$ cat src/rtl/mem_arb_pkg.sv
// Shared types and constants for the two-master memory arbiter.
package mem_arb_pkg;

  // Transaction phase: arbitrate, present request to memory, await response.
  typedef enum logic [1:0] {
    ST_IDLE = 2'd0,
    ST_REQ  = 2'd1,
    ST_WAIT = 2'd2
  } state_t;

  // Which master owns the transaction in flight.
  typedef enum logic {
    OWN_IFU = 1'b0,
    OWN_LSU = 1'b1
  } owner_t;

  // Fill bit for read data returned with a timeout error response.
  localparam logic ERR_RDATA_BIT = 1'b0;

endpackage

$ cat src/rtl/mem_arb_pick.sv
// Combinational grant selection: LSU has priority unless the IFU has been
// passed over LSU_STREAK_MAX times in a row while it was waiting.
module mem_arb_pick (
  input  logic ifu_valid,
  input  logic lsu_valid,
  input  logic streak_full,
  output logic grant_ifu,
  output logic grant_lsu
);

  // Pick a single winner from the two request valids.
  always_comb begin
    grant_lsu = lsu_valid && !(ifu_valid && streak_full);
    grant_ifu = ifu_valid && !grant_lsu;
  end

endmodule

$ cat src/rtl/mem_arb.sv
// Two-master (IFU, LSU) to one-slave memory arbiter with a single outstanding
// transaction, LSU priority with an IFU anti-starvation streak limit, and a
// response timeout that returns an error strobe to the owning master.
module mem_arb
  import mem_arb_pkg::*;
#(
  parameter int ADDR_W         = 32,
  parameter int DATA_W         = 32,
  parameter int LSU_STREAK_MAX = 4,
  parameter int TIMEOUT_CYC    = 255
) (
  input  logic                clk,
  input  logic                rst,
  // instruction fetch master
  input  logic                ifu_req_valid,
  output logic                ifu_req_ready,
  input  logic [ADDR_W-1:0]   ifu_addr,
  output logic                ifu_resp_valid,
  output logic [DATA_W-1:0]   ifu_rdata,
  output logic                ifu_resp_err,
  // load/store master
  input  logic                lsu_req_valid,
  output logic                lsu_req_ready,
  input  logic                lsu_we,
  input  logic [ADDR_W-1:0]   lsu_addr,
  input  logic [DATA_W-1:0]   lsu_wdata,
  input  logic [DATA_W/8-1:0] lsu_wmask,
  output logic                lsu_resp_valid,
  output logic [DATA_W-1:0]   lsu_rdata,
  output logic                lsu_resp_err,
  // memory slave
  output logic                mem_req_valid,
  input  logic                mem_req_ready,
  output logic                mem_we,
  output logic [ADDR_W-1:0]   mem_addr,
  output logic [DATA_W-1:0]   mem_wdata,
  output logic [DATA_W/8-1:0] mem_wmask,
  input  logic                mem_resp_valid,
  input  logic [DATA_W-1:0]   mem_rdata
);

  localparam int MASK_W   = DATA_W / 8;
  localparam int STREAK_W = (LSU_STREAK_MAX > 0) ? $clog2(LSU_STREAK_MAX + 1) : 1;
  localparam int TIMER_W  = (TIMEOUT_CYC > 0) ? $clog2(TIMEOUT_CYC + 1) : 1;

  localparam logic [STREAK_W-1:0] STREAK_LIMIT = STREAK_W'(LSU_STREAK_MAX);
  localparam logic [TIMER_W-1:0]  TIMER_LIMIT  = TIMER_W'(TIMEOUT_CYC);

  // Registered state and latched request fields
  state_t              state_reg,  state_next;
  owner_t              owner_reg,  owner_next;
  logic                we_reg,     we_next;
  logic [ADDR_W-1:0]   addr_reg,   addr_next;
  logic [DATA_W-1:0]   wdata_reg,  wdata_next;
  logic [MASK_W-1:0]   wmask_reg,  wmask_next;
  logic [STREAK_W-1:0] streak_reg, streak_next;
  logic [TIMER_W-1:0]  timer_reg,  timer_next;

  // Arbitration
  logic pick_ifu;
  logic pick_lsu;
  logic streak_full;
  logic arb_en;
  logic grant_ifu;
  logic grant_lsu;

  // Response decode
  logic              resp_ok;
  logic              timeout_hit;
  logic              resp_fire;
  logic              resp_is_err;
  logic [DATA_W-1:0] resp_data;

  logic [1:0]        resp_valid_vec;
  logic [1:0]        resp_err_vec;
  logic [DATA_W-1:0] resp_rdata_vec [2];

  assign streak_full = (streak_reg == STREAK_LIMIT);

  mem_arb_pick u_pick (
    .ifu_valid   (ifu_req_valid),
    .lsu_valid   (lsu_req_valid),
    .streak_full (streak_full),
    .grant_ifu   (pick_ifu),
    .grant_lsu   (pick_lsu)
  );

  // Grants only happen in IDLE and never while reset is asserted, so the
  // ready outputs read 0 during reset even with both valids high.
  assign arb_en    = rst && (state_reg == ST_IDLE);
  assign grant_ifu = arb_en && pick_ifu;
  assign grant_lsu = arb_en && pick_lsu;

  assign ifu_req_ready = grant_ifu;
  assign lsu_req_ready = grant_lsu;

  // Memory request channel drives the latched fields; they cannot move while
  // the request is waiting for mem_req_ready.
  assign mem_req_valid = (state_reg == ST_REQ);
  assign mem_we        = we_reg;
  assign mem_addr      = addr_reg;
  assign mem_wdata     = wdata_reg;
  assign mem_wmask     = wmask_reg;

  // A real response wins over a timeout landing in the same cycle.
  assign resp_ok     = (state_reg == ST_WAIT) && mem_resp_valid;
  assign timeout_hit = (state_reg == ST_WAIT) && (timer_reg == TIMER_LIMIT);
  assign resp_fire   = resp_ok || timeout_hit;
  assign resp_is_err = timeout_hit && !resp_ok;
  assign resp_data   = resp_ok ? mem_rdata : {DATA_W{ERR_RDATA_BIT}};

  // Steer the response to the owning master; the other one sees zeros.
  for (genvar gi = 0; gi < 2; gi++) begin : g_resp
    localparam owner_t THIS_OWNER = (gi == 0) ? OWN_IFU : OWN_LSU;
    logic hit;
    assign hit                = resp_fire && (owner_reg == THIS_OWNER);
    assign resp_valid_vec[gi] = hit;
    assign resp_err_vec[gi]   = hit && resp_is_err;
    assign resp_rdata_vec[gi] = hit ? resp_data : '0;
  end

  assign ifu_resp_valid = resp_valid_vec[0];
  assign ifu_resp_err   = resp_err_vec[0];
  assign ifu_rdata      = resp_rdata_vec[0];
  assign lsu_resp_valid = resp_valid_vec[1];
  assign lsu_resp_err   = resp_err_vec[1];
  assign lsu_rdata      = resp_rdata_vec[1];

  // State register with asynchronous active-low reset.
  always_ff @(posedge clk or negedge rst) begin
    if (!rst) begin
      state_reg  <= ST_IDLE;
      owner_reg  <= OWN_IFU;
      we_reg     <= 1'b0;
      addr_reg   <= '0;
      wdata_reg  <= '0;
      wmask_reg  <= '0;
      streak_reg <= '0;
      timer_reg  <= '0;
    end else begin
      state_reg  <= state_next;
      owner_reg  <= owner_next;
      we_reg     <= we_next;
      addr_reg   <= addr_next;
      wdata_reg  <= wdata_next;
      wmask_reg  <= wmask_next;
      streak_reg <= streak_next;
      timer_reg  <= timer_next;
    end
  end

  // Next-state logic: grant and latch in IDLE, hand off in REQ, time out in WAIT.
  always_comb begin
    state_next  = state_reg;
    owner_next  = owner_reg;
    we_next     = we_reg;
    addr_next   = addr_reg;
    wdata_next  = wdata_reg;
    wmask_next  = wmask_reg;
    streak_next = streak_reg;
    timer_next  = timer_reg;

    unique case (state_reg)
      ST_IDLE: begin
        if (grant_lsu) begin
          state_next = ST_REQ;
          owner_next = OWN_LSU;
          we_next    = lsu_we;
          addr_next  = lsu_addr;
          wdata_next = lsu_wdata;
          wmask_next = lsu_wmask;
          // The streak only grows while the IFU is actually being passed over.
          if (!ifu_req_valid) begin
            streak_next = '0;
          end else if (!streak_full) begin
            streak_next = streak_reg + STREAK_W'(1);
          end
        end else if (grant_ifu) begin
          state_next  = ST_REQ;
          owner_next  = OWN_IFU;
          we_next     = 1'b0;
          addr_next   = ifu_addr;
          wdata_next  = '0;
          wmask_next  = '0;
          streak_next = '0;
        end
      end

      ST_REQ: begin
        if (mem_req_ready) begin
          state_next = ST_WAIT;
          timer_next = '0;
        end
      end

      ST_WAIT: begin
        if (resp_fire) begin
          state_next = ST_IDLE;
        end else if (timer_reg != TIMER_LIMIT) begin
          timer_next = timer_reg + TIMER_W'(1);
        end
      end

      default: begin
        state_next = ST_IDLE;
      end
    endcase
  end

endmodule
$ cat config.mk
export PLATFORM = sky130hd
export DESIGN_NAME = mem_arb
export DESIGN_NICKNAME = d
export VERILOG_FILES = /design/src/rtl/mem_arb_pkg.sv /design/src/rtl/mem_arb_pick.sv /design/src/rtl/mem_arb.sv
export SDC_FILE = /design/constraint.sdc
export NUM_CORES = 1
export LEC_CHECK = 0
export CAP_MARGIN = 20
export CELL_PAD_IN_SITES_DETAIL_PLACEMENT = 1
export CELL_PAD_IN_SITES_GLOBAL_PLACEMENT = 1
export CORE_ASPECT_RATIO = 1.4
export CORE_MARGIN = 2
export CORE_UTILIZATION = 26
export CTS_CLUSTER_DIAMETER = 50
export DETAILED_ROUTE_END_ITERATION = 8
export PLACE_DENSITY = 0.86
export SKIP_CTS_REPAIR_TIMING = 1
export SLEW_MARGIN = 20
export SYNTH_ARGS = -nofsm -noshare
export SYNTH_HDL_FRONTEND = slang
export SYNTH_SLANG_ARGS = --single-unit
$ cat constraint.sdc
create_clock -name clk -period 2.75 [get_ports clk]
set_clock_uncertainty 0.05 [all_clocks]
set_input_delay 0.4125 -clock clk [delete_from_list [all_inputs] [get_ports clk]]
set_output_delay 0.4125 -clock clk [all_outputs]
set_load 0.02 [all_outputs]
==> tab_implementation.tex, run 1 <==
% Table of physical implementation metrics
\begin{tabular}{lr}
\hline
Metric & Value \\
\hline
\multicolumn{2}{l}{\textbf{CTS}} \\
\quad CTS root buffer & sky130\_fd\_sc\_hd\_\_clkbuf\_16 \\
\quad Number of buffers on the longest clock path & 2 \\
\quad Clock latency at the later pin of the worst-skew pair & 0.33 ns \\
\multicolumn{2}{l}{\textbf{Detailed routing}} \\
\quad Per-cell via count in the routed design & roughly 4.8 \\
\quad Remaining design rule violation count & 0 \\
\quad Total iterations of the first detailed-routing run & 4 \\
\quad Iter 0 DRT Violations & 169 \\
\multicolumn{2}{l}{\textbf{Timing}} \\
\quad Final tally of max-slew violations & 0 \\
\quad Total Negative Setup Slacks & 0 ns \\
\quad Post-route worst setup slack & 0.0921 ns \\
\quad Final Hold Fails & 0 \\
\multicolumn{2}{l}{\textbf{Layout}} \\
\quad Dominant logic cell types in the final layout & sky130\_fd\_sc\_hd\_\_clkdlybuf4s50\_1, sky130\_fd\_sc\_hd\_\_dfrtp\_1, sky130\_fd\_sc\_hd\_\_nand2\_1 \\
\quad Net count, final & 830 \\
\quad Multi-input gate area & between 1500 and 2000 µm² \\
\quad Tally of filler cells in the layout & 1,686 \\
\quad Layout area overhead & 83.1\% \\
\quad Share of final layout cell area taken by clock buffers and inverters & under 10\% \\
\quad Flop share of the area & 28.4\% \\
\quad Final sequential cell count & a little over 80 \\
\quad Data-path buffer share of cell area in the final layout & approximately 40\% \\
\quad Sequential Area & 2080 µm² \\
\quad Antenna Diode Count & 0 \\
\quad Clock Buffer Count & 9 \\
\quad Non-CTS buffers & 288 \\
\quad Number of logic gates & 301 \\
\quad Number of logic inverters in the finished layout & 5 \\
\multicolumn{2}{l}{\textbf{Critical path}} \\
\quad Crit path capture & ifu\_rdata[15] \\
\quad Worst Path Required & 2.29 ns \\
\quad Top fanout value on the critical path & 32 \\
\quad Endpoint of the lowest-slack register-to-register path & mem\_wmask[1] \\
\quad Reg2reg path depth & 6 \\
\quad Slack of the worst reg-to-reg path & 0.71 ns \\
\quad Type of destination of the critical path & output port \\
\multicolumn{2}{l}{\textbf{Die}} \\
\quad Init Core Util & 26.6\% \\
\quad Core area & around 15,000 µm² \\
\multicolumn{2}{l}{\textbf{Synthesis}} \\
\quad Count leader, synth & sky130\_fd\_sc\_hd\_\_dfrtp\_1 \\
\quad Commonest cells in the netlist & sky130\_fd\_sc\_hd\_\_dfrtp\_1, sky130\_fd\_sc\_hd\_\_nand2\_1, sky130\_fd\_sc\_hd\_\_nand3\_1 \\
\quad Dominant register cell in the synthesized netlist & sky130\_fd\_sc\_hd\_\_dfrtp\_1 \\
\quad Yosys Chip Area & $\sim$4000 µm² \\
\quad Post-synth net total & 558 \\
\quad Total of warnings raised by yosys & 0 \\
\quad Mean cell area of the mapped netlist & 9.61 µm² \\
\quad Total standard cell area after synthesis & 4000 µm² \\
\quad Sequential element share of the synthesized area & 51.9\% \\
\quad EDFF count, synth & 0 \\
\multicolumn{2}{l}{\textbf{Global route}} \\
\quad Wire length of the first global-routing pass & 24.4 mm \\
\quad Antenna violations before repair & 1 \\
\multicolumn{2}{l}{\textbf{Min path}} \\
\quad Class of the most critical hold timing path & input pin to async pin \\
\multicolumn{2}{l}{\textbf{Placed design}} \\
\quad Number of port buffers & between 200 and 300 \\
\multicolumn{2}{l}{\textbf{Pwr}} \\
\quad Leak Pwr & between 3 and 4 nW \\
\quad Pwr Density & 911 nW/µm² \\
\multicolumn{2}{l}{\textbf{Run status}} \\
\quad Run status & finished clean \\
\hline
\end{tabular}
-- run 1: critical path: stages --
cell and delay (ns):
sky130_fd_sc_hd__clkdlybuf4s50_1 0.59, sky130_fd_sc_hd__and3b_1 0.24, sky130_fd_sc_hd__buf_12 0.17, sky130_fd_sc_hd__and2_1 0.15, sky130_fd_sc_hd__clkdlybuf4s50_1 0.61
-- run 1: metal layers --
| metal | vias up | global-route usage [%] | wire [µm] |
|---|---|---|---|
| met2 | 204 | 38.0 | 8980 |
| met3 | 17 | 6.88 | 1540 |
| met4 | 2 | 4.62 | 217 |
| met5 | - | 0 | 14 |
| met1 | 2070 | 18.7 | 5270 |
| li1 | 1965 | - | - |
-- run 1: through the flow --
| step | util (%) | instance area, µm² | hold WS (ns) |
|---|---|---|---|
| global route | 48.6 | 7320 | 0.0591 |
| finish | 48.6 | 7320 | 0.0363 |
| floorplan | - | 4000 | 0.0669 |
| global placement | 46.5 | 6990 | 0.392 |
| CTS | 48.4 | 7290 | 0.0377 |
| detailed placement | 46.5 | 6990 | 0.399 |
-- run 1: logic make-up after synthesis --
logic type / Yosys count / synth area share, %
buffers and inverters: 32 / 4.13
multiplexers: 2 / 0.532
flip-flops: 83 / 51.9
AND/OR/NAND/NOR: 238 / 30.9
adder cells (fa/ha/maj): 3 / 0.939
AND-OR/OR-AND: 57 / 11.3
XOR/XNOR: 1 / 0.219
-- run 1: power breakdown --
group / leakage, nW / total [mW] / switching [mW] / internal (mW)
clock: 0.150 / 1.22 / 0.508 / 0.710
combinational: 2.01 / 3.31 / 1.69 / 1.62
sequential: 1.04 / 2.14 / 0.359 / 1.78
total: 3.20 / 6.67 / 2.56 / 4.11
**Run 1: selected gate families**

Bar = 20 µm.
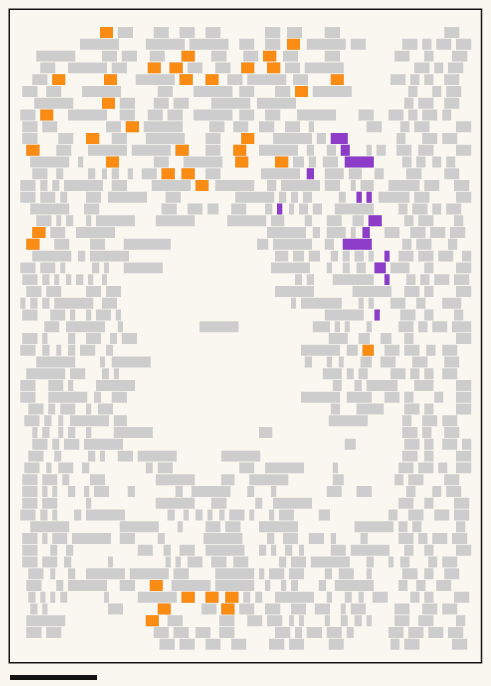
orange -> non-inverting ao/oa cells  # cells 38, most used a22o_1
purple -> nor cells  # cells 14, most used nor2_1
post-layout instance count excluding filler cells: 885
multi-input gate share of total cell area: 24.3%
most instantiated logic cell after routing: sky130_fd_sc_hd__clkdlybuf4s50_1

**Run 1: cell density map**

The die is cut into 11 by 15 equal tiles; dark blue is low, red is high, 0 to 100% covered.
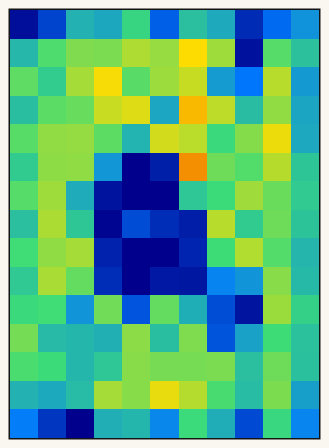
densest ninth of the die = top middle
emptiest ninth of the die = middle
nearly empty tiles = 4.8%
mean over tiles = 43%
fullest tile = 84%
tiles over 75% full = 1.2%

**Run 1: routed metal, one colour a layer**

Bar = 20 µm.
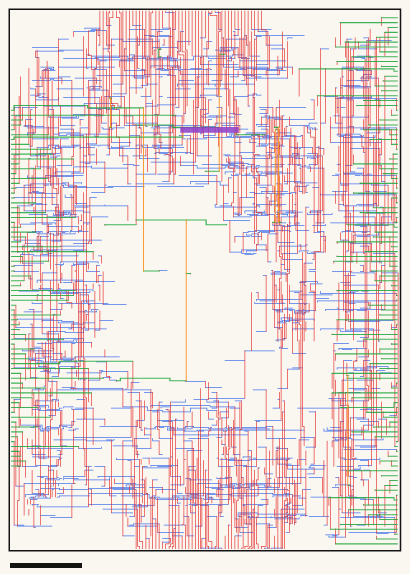
blue -> M1  # wire length 5,270 µm
red -> M2  # wire length 8,980 µm
purple -> M5  # wire length 14.7 µm
green -> M3  # wire length 1,540 µm
orange -> M4  # wire length 218 µm
routed vias: 4,258
aggregate global-route resource usage: 19.3%

--- run 2 (diff from run 1) ---
--- a/config.mk
+++ b/config.mk
@@ -5,6 +5,7 @@
 export SDC_FILE = /design/constraint.sdc
 export NUM_CORES = 1
 export LEC_CHECK = 0
+export ABC_AREA = 1
 export CAP_MARGIN = 20
 export CELL_PAD_IN_SITES_DETAIL_PLACEMENT = 1
 export CELL_PAD_IN_SITES_GLOBAL_PLACEMENT = 1
@@ -13,7 +14,7 @@
 export CORE_UTILIZATION = 26
 export CTS_CLUSTER_DIAMETER = 50
 export DETAILED_ROUTE_END_ITERATION = 8
-export PLACE_DENSITY = 0.86
+export PLACE_DENSITY = 0.88
 export SKIP_CTS_REPAIR_TIMING = 1
 export SLEW_MARGIN = 20
 export SYNTH_ARGS = -nofsm -noshare
==> constraint.sdc (replaced) <==
create_clock -name clk -period 2.75 [get_ports clk]
set_clock_uncertainty 0.05 [all_clocks]
set_input_delay 0.55 -clock clk [delete_from_list [all_inputs] [get_ports clk]]
set_output_delay 0.55 -clock clk [all_outputs]
set_load 0.02 [all_outputs]
**Run 2: routing congestion map**

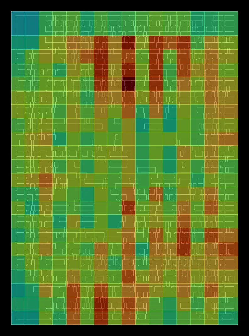
aggregate global-route resource usage: 19.5%
wire per inst: 15.6 µm
end-of-flow core utilization: 48.0%

**Run 2: clock network drawn from the DEF**

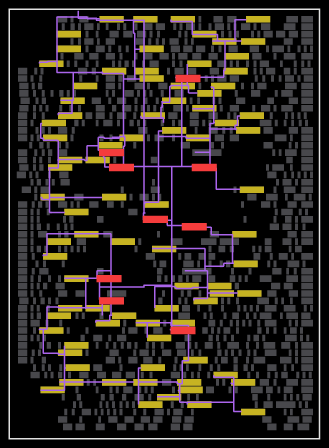
yellow -> flip-flops  # count 83
red -> clock-net drivers  # count 9
purple -> clock wires  # length 1,300 µm
routed clock nets = 10
Clock net power: 1.30 mW
clock latency at the later pin of the worst-skew pair: 0.33 ns
share of total power in the clock network: 18.3%

==> run 2 against run 1 <==
Synthesized area increased by 8.8%. Routed wire length increased by 11%. Via count increased by 20%. Sequential power decreased by 3%. Clock power increased by 7%. Register-to-register slack got worse by 0.22 ns. Sequential cell count unchanged. Critical endpoint is now lsu_req_ready. Largest cell class unchanged.
==> tab_implementation.tex, run 2 <==
% Table of physical implementation metrics
\begin{tabular}{lr}
\hline
Metric & Value \\
\hline
\multicolumn{2}{l}{\textbf{Detailed routing}} \\
\quad Detailed-routed wire length on met2 & 9.63 mm \\
\quad Routed vias & 5,102 \\
\quad Max Used Layer & met5 \\
\quad Per-cell via count in the routed design & 4.47 \\
\quad Total iterations of the first detailed-routing run & 4 \\
\quad Wire length on met3 & 1.35 mm \\
\quad Remaining design rule violation count & 0 \\
\quad Sum of routed wire segments on met1 & about 6.5 mm \\
\quad Iter 0 DRT Violations & 178 \\
\multicolumn{2}{l}{\textbf{Timing}} \\
\quad Post-route worst setup slack & 0.140 ns \\
\quad Final Hold Fails & 0 \\
\quad Final tally of max-slew violations & 0 \\
\quad Total Negative Setup Slacks & 0 ns \\
\multicolumn{2}{l}{\textbf{Placed design}} \\
\quad Number of port buffers & 278 \\
\multicolumn{2}{l}{\textbf{Run status}} \\
\quad Run status & finished clean \\
\multicolumn{2}{l}{\textbf{Synthesis}} \\
\quad Dominant register cell in the synthesized netlist & sky130\_fd\_sc\_hd\_\_dfrtp\_1 \\
\quad Mean cell area of the mapped netlist & about 6.7 µm² \\
\quad Yosys Chip Area & 4350 µm² \\
\quad Post-synth net total & 792 \\
\quad EDFF count, synth & 0 \\
\quad Count leader, synth & sky130\_fd\_sc\_hd\_\_nand2\_1 \\
\quad Sequential element share of the synthesized area & between 40\% and 50\% \\
\quad Total standard cell area after synthesis & $\sim$4400 µm² \\
\quad Total of warnings raised by yosys & 0 \\
\multicolumn{2}{l}{\textbf{Critical path}} \\
\quad Library cell contributing the largest single delay on the critical path & sky130\_fd\_sc\_hd\_\_clkdlybuf4s50\_1 \\
\quad Count of buffering cells on the critical path with inverters included & 3 \\
\quad Dominant cell type by count on the critical path & sky130\_fd\_sc\_hd\_\_clkdlybuf4s50\_1 \\
\quad Top fanout value on the critical path & 2 \\
\quad Worst path cell trace & clkdlybuf4s50\_1, nand3\_1, nand2\_1, buf\_4, nor2\_4, clkdlybuf4s50\_1 \\
\quad Type of destination of the critical path & output port \\
\quad Worst Path Required & approximately 2.2 ns \\
\quad CP delay by family, top & buffers and inverters \\
\quad Largest stage delay on the critical path & 0.64 ns \\
\multicolumn{2}{l}{\textbf{Layout}} \\
\quad Most instantiated logic cell after routing & sky130\_fd\_sc\_hd\_\_nand2\_1 \\
\quad Dominant logic cell types in the final layout & sky130\_fd\_sc\_hd\_\_nand2\_1, sky130\_fd\_sc\_hd\_\_clkdlybuf4s50\_1, sky130\_fd\_sc\_hd\_\_dfrtp\_1 \\
\quad Post-layout instance count excluding filler cells & 1,142 \\
\quad Tally of filler cells in the layout & 2,026 \\
\quad Fin area & 7980 µm² \\
\quad Antenna Diode Count & 0 \\
\quad Net count, final & 1,076 \\
\multicolumn{2}{l}{\textbf{Pwr}} \\
\quad Proportion of total power due to net switching & 41.2\% \\
\quad Logic pwr share & a little over half \\
\quad Pwr Density & 888 nW/µm² \\
\quad Proportion of power drawn by flip-flops and latches & 29.2\% \\
\quad Internal portion of total power & 4.16 mW \\
\multicolumn{2}{l}{\textbf{Global route}} \\
\quad M1 GR Usage & around a fifth \\
\quad Wire length of the first global-routing pass & 27.2 mm \\
\quad GRT busiest layer & met2 \\
\multicolumn{2}{l}{\textbf{CTS}} \\
\quad Number of buffers on the longest clock path & 2 \\
\quad CTS root buffer & sky130\_fd\_sc\_hd\_\_clkbuf\_16 \\
\multicolumn{2}{l}{\textbf{Min path}} \\
\quad Class of the most critical hold timing path & input pin to async pin \\
\hline
\end{tabular}
**Run 2: cell density map**

The die is cut into 11 by 16 equal tiles; dark blue is low, red is high, 0 to 100% covered.
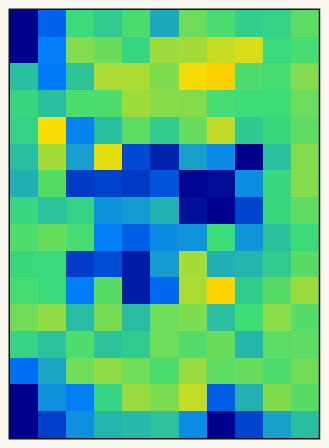
fullest tile = 77%
nearly empty tiles = 4.5%
tiles over 75% full = 1.1%
Init Core Util: 26.2%
core area: 16,600 µm²

==> run 2: cell count changes in the layout (fill, tap and decap cells not counted), moves of 65 or more <==
| cell | previous run | this run |
|---|---|---|
| sky130_fd_sc_hd__nand2_1 | 75 | 316 |
| sky130_fd_sc_hd__nor2_1 | 6 | 81 |
| sky130_fd_sc_hd__inv_1 | 4 | 76 |
| sky130_fd_sc_hd__and2_1 | 65 | 0 |
| sky130_fd_sc_hd__clkdlybuf4s50_1 | 273 | 208 |
| sky130_fd_sc_hd__dlymetal6s2s_1 | 4 | 69 |
==> run 2: area by class of cell <==
type	count	area, µm²	share of cell area [%]
clock inverters	5	77.6	0.973
multi-input cells	458	1860	23.3
repair buffers	303	3180	39.8
clock buffers	11	233	2.92
inverters	79	297	3.72
well taps	203	254	3.18
flip-flops and latches	83	2080	26.0
==> run 2: power groups by stage <==
stage          logic [mW]  registers, mW  clock network [mW]
2_1_floorplan        1.19           2.67                   0
3_3_place_gp         3.70           2.06                   0
3_5_place_dp         3.78           2.08                   0
4_1_cts              3.80           2.08                1.34
5_1_grt              4.03           2.14                1.38
6_report             3.72           2.07                1.30
==> run 2: cell families after synthesis <==
group           synth area share [%]
fa+ha+maj                      0.863
compound gates                  1.01
flops                           47.7
xor+xnor                       0.604
simple gates                    40.0
buf+inv                         9.80
==> run 2: path summary, 6_finish.rpt <==
kind	slack, ns	depth (start not counted)	from	end
max	0.14	6	ifu_req_valid	lsu_req_ready
min	0.19	2	rst	mem_addr[18]
max reg2reg	0.49	11	streak_reg[0]	mem_addr[27]
min reg2reg	0.42	2	mem_wdata[15]	mem_wdata[15]
max in group asynchronous	1.37	3	rst	mem_addr[0]
min in group clk	0.42	2	mem_wdata[15]	mem_wdata[15]
--- run 3 (diff from run 2) ---
--- a/config.mk
+++ b/config.mk
@@ -14,6 +14,7 @@
 export CORE_UTILIZATION = 26
 export CTS_CLUSTER_DIAMETER = 50
 export DETAILED_ROUTE_END_ITERATION = 8
+export MAX_ROUTING_LAYER = met4
 export PLACE_DENSITY = 0.88
 export SKIP_CTS_REPAIR_TIMING = 1
 export SLEW_MARGIN = 20
**Run 3: cell density map**

The die is cut into 11 by 16 equal tiles; dark blue is low, red is high, 0 to 100% covered.
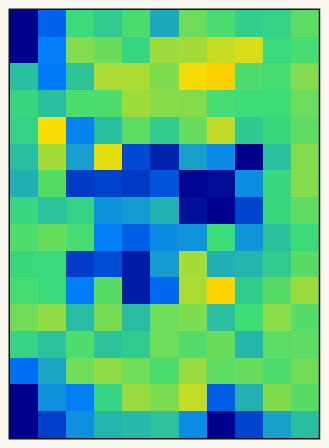
mean over tiles = 43%
nearly empty tiles = 4.5%
tiles over 75% full = 1.1%
fullest tile = 77%
emptiest ninth of the die = middle
end-of-flow core utilization: 48.0%

**Run 3: clock network drawn from the DEF**

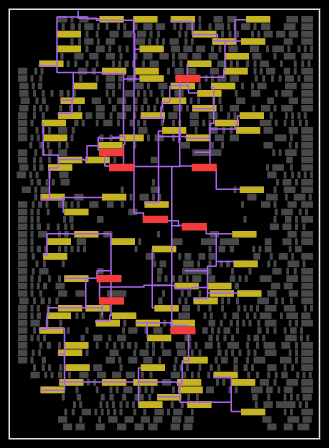
red -> clock-net drivers  # count 9
yellow -> flip-flops  # count 83
purple -> clock wires  # length 1,280 µm
routed clock nets = 10

==> run 3 against run 2 <==
Worst hold slack got worse by 0.0010 ns. Clock-buffer cell count did not move. Critical endpoint unchanged. Synthesized cell count did not move. Final area barely moved. Total power barely moved. Largest power group unchanged. Sequential cell count did not move. Clock power barely moved. Sequential power barely moved.
==> tab_implementation.tex, run 3 <==
% Table of physical implementation metrics
\begin{tabular}{lr}
\hline
Metric & Value \\
\hline
\multicolumn{2}{l}{\textbf{Pwr}} \\
\quad Leak Pwr & between 5 and 6 nW \\
\quad Proportion of total power due to net switching & 41.2\% \\
\quad Maximum vdd ir drop & between 0.0003 and 0.0004 V \\
\quad Internal portion of total power & between 4 and 5 mW \\
\quad Logic pwr share & between 50 and 60\% \\
\quad Pwr Density & 887 nW/µm² \\
\quad Share of total power in the clock network & 18.3\% \\
\quad Proportion of power drawn by flip-flops and latches & between 20 and 30\% \\
\quad Switch Pwr & 2.92 mW \\
\multicolumn{2}{l}{\textbf{Layout}} \\
\quad Most area-hungry cell class in the final design & non-clock buffers \\
\quad Final sequential cell count & 83 \\
\quad Dominant logic cell types in the final layout & sky130\_fd\_sc\_hd\_\_nand2\_1, sky130\_fd\_sc\_hd\_\_clkdlybuf4s50\_1, sky130\_fd\_sc\_hd\_\_dfrtp\_1 \\
\quad Clock Buffer Count & 11 \\
\quad Tally of filler cells in the layout & 2,027 \\
\quad Multi-input gate area & 1860 µm² \\
\quad Net count, final & 1,076 \\
\quad Multi-input gate share of total cell area & 23.3\% \\
\quad Fin area & 7980 µm² \\
\quad Antenna Diode Count & 1 \\
\quad Most instantiated logic cell after routing & sky130\_fd\_sc\_hd\_\_nand2\_1 \\
\quad Number of logic gates & 458 \\
\quad Flop share of the area & 26.0\% \\
\quad Number of logic inverters in the finished layout & between 70 and 80 \\
\quad Non-CTS buffers & a little over 300 \\
\quad Data-path buffer share of cell area in the final layout & 39.8\% \\
\quad Layout area overhead & 83.4\% \\
\multicolumn{2}{l}{\textbf{Critical path}} \\
\quad Endpoint of the lowest-slack register-to-register path & mem\_addr[27] \\
\quad Worst r2r src & streak\_reg[0] \\
\quad Library cell contributing the largest single delay on the critical path & sky130\_fd\_sc\_hd\_\_clkdlybuf4s50\_1 \\
\quad Type of destination of the critical path & output port \\
\quad Largest stage delay on the critical path & 0.64 ns \\
\quad Worst path cell trace & clkdlybuf4s50\_1, nand3\_1, nand2\_1, buf\_4, nor2\_4, clkdlybuf4s50\_1 \\
\quad Slack of the worst reg-to-reg path & between 0.4 and 0.5 ns \\
\quad Worst Path Required & 2.15 ns \\
\quad Top fanout value on the critical path & 2 \\
\quad Dominant cell type by count on the critical path & sky130\_fd\_sc\_hd\_\_clkdlybuf4s50\_1 \\
\quad Reg2reg path depth & 11 \\
\multicolumn{2}{l}{\textbf{Detailed routing}} \\
\quad Wire length on met3 & $\sim$1.3 mm \\
\quad Remaining design rule violation count & 0 \\
\quad Iter 0 DRT Violations & 154 \\
\quad Detailed-routed wire length on met2 & 9.66 mm \\
\quad Routed vias & between 5,000 and 6,000 \\
\quad Sum of routed wire segments on met1 & 6.54 mm \\
\quad Per-cell via count in the routed design & 4.45 \\
\quad Total iterations of the first detailed-routing run & 4 \\
\quad Max Used Layer & met4 \\
\multicolumn{2}{l}{\textbf{Synthesis}} \\
\quad MUX share of area & 0\% \\
\quad Sequential element share of the synthesized area & 47.7\% \\
\quad Biggest combinational cell group after synthesis & simple AND/OR/NAND/NOR gates \\
\quad EDFF count, synth & 0 \\
\quad Xor and xnor area share after synthesis & 0.604\% \\
\quad Aoi/oai-family share of the synthesized area & between 1 and 1.5\% \\
\quad Mean cell area of the mapped netlist & 6.69 µm² \\
\quad Adder Area Share & less than 1\% \\
\quad Yosys Chip Area & around 4400 µm² \\
\quad Total standard cell area after synthesis & $\sim$4400 µm² \\
\quad Simple Share, Synth & 40.0\% \\
\quad Dominant register cell in the synthesized netlist & sky130\_fd\_sc\_hd\_\_dfrtp\_1 \\
\quad Count leader, synth & sky130\_fd\_sc\_hd\_\_nand2\_1 \\
\multicolumn{2}{l}{\textbf{CTS}} \\
\quad H-tree Lvls & 3 \\
\quad Clock latency at the later pin of the worst-skew pair & approximately 0.33 ns \\
\quad CTS root buffer & sky130\_fd\_sc\_hd\_\_clkbuf\_16 \\
\quad Number of buffers on the longest clock path & 2 \\
\multicolumn{2}{l}{\textbf{Placed design}} \\
\quad Number of port buffers & 278 \\
\multicolumn{2}{l}{\textbf{Global route}} \\
\quad Aggregate global-route resource usage & 20.1\% \\
\quad Antenna violations before repair & 1 \\
\multicolumn{2}{l}{\textbf{Run status}} \\
\quad Run status & finished clean \\
\multicolumn{2}{l}{\textbf{Die}} \\
\quad Core area & 16,600 µm² \\
\quad Init Core Util & between 20\% and 30\% \\
\multicolumn{2}{l}{\textbf{Min path}} \\
\quad Class of the most critical hold timing path & input pin to async pin \\
\multicolumn{2}{l}{\textbf{Timing}} \\
\quad Post-route worst setup slack & 0.145 ns \\
\quad Final tally of max-slew violations & 0 \\
\quad Final Hold Slack & 0.193 ns \\
\multicolumn{2}{l}{\textbf{Run}} \\
\quad OpenROAD warning count & 27 \\
\hline
\end{tabular}
**Run 3: routed metal, one colour a layer**

Bar = 20 µm.
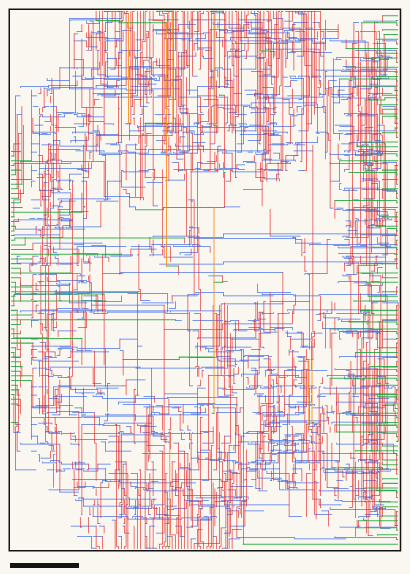
red -> M2  # wire length 9,660 µm
orange -> M4  # wire length 305 µm
green -> M3  # wire length 1,280 µm
blue -> M1  # wire length 6,540 µm

==> run 3: cell types whose count changed in the layout (fill, tap and decap cells not counted) <==
cell                      delta
sky130_fd_sc_hd__diode_2     +1
==> run 3: worst max-delay path by stage <==
stage               cells after the start      startpoint             to  slack [ns]
detailed placement                      7  mem_resp_valid   lsu_rdata[4]       -0.17
global route                            7   streak_reg[0]  lsu_req_ready        0.06
CTS                                     7  mem_resp_valid   lsu_rdata[4]       -0.18
floorplan                               8    state_reg[0]  ifu_rdata[10]        0.80
finish                                  6   ifu_req_valid  lsu_req_ready        0.14
global placement                        8  mem_resp_valid  lsu_rdata[10]       -0.15
==> run 3: cells by family (layout without fill, tap and decap cells) <==
logic type      after synthesis  after routing
xor+xnor                      3              3
buf+inv                     109            398
fa+ha+maj                     3              3
compound gates                7              7
simple gates                445            445
other cells                   0              1
flops                        83             83
==> run 3: per-layer routing <==
metal / track usage [%] / vias up
met4: 5.98 / 0
met5: - / -
li1: - / 2476
met1: 20.2 / 2385
met2: 38.0 / 208
met3: 5.04 / 20
==> run 3: critical path, delay by kind of cell <==
kind	cells	cell delay (ns)
buf+inv	3	1.20
simple gates	3	0.25
==> run 3: per-stage QoR <==
stage	cells	total power [mW]	TNS, ns
floorplan	650	3.86	0
global placement	1126	5.75	-3.35
detailed placement	1126	5.86	-4.09
CTS	1142	7.22	-4.85
global route	1143	7.55	0
finish	1143	7.08	0
==> run 3: power groups by stage <==
stage | Combinational (mW) | Clock [mW] | Sequential, mW
detailed placement | 3.78 | 0 | 2.08
global route | 4.03 | 1.38 | 2.14
floorplan | 1.19 | 0 | 2.67
global placement | 3.70 | 0 | 2.06
finish | 3.72 | 1.29 | 2.07
CTS | 3.80 | 1.34 | 2.08
Power and IR drop assume default switching activity.
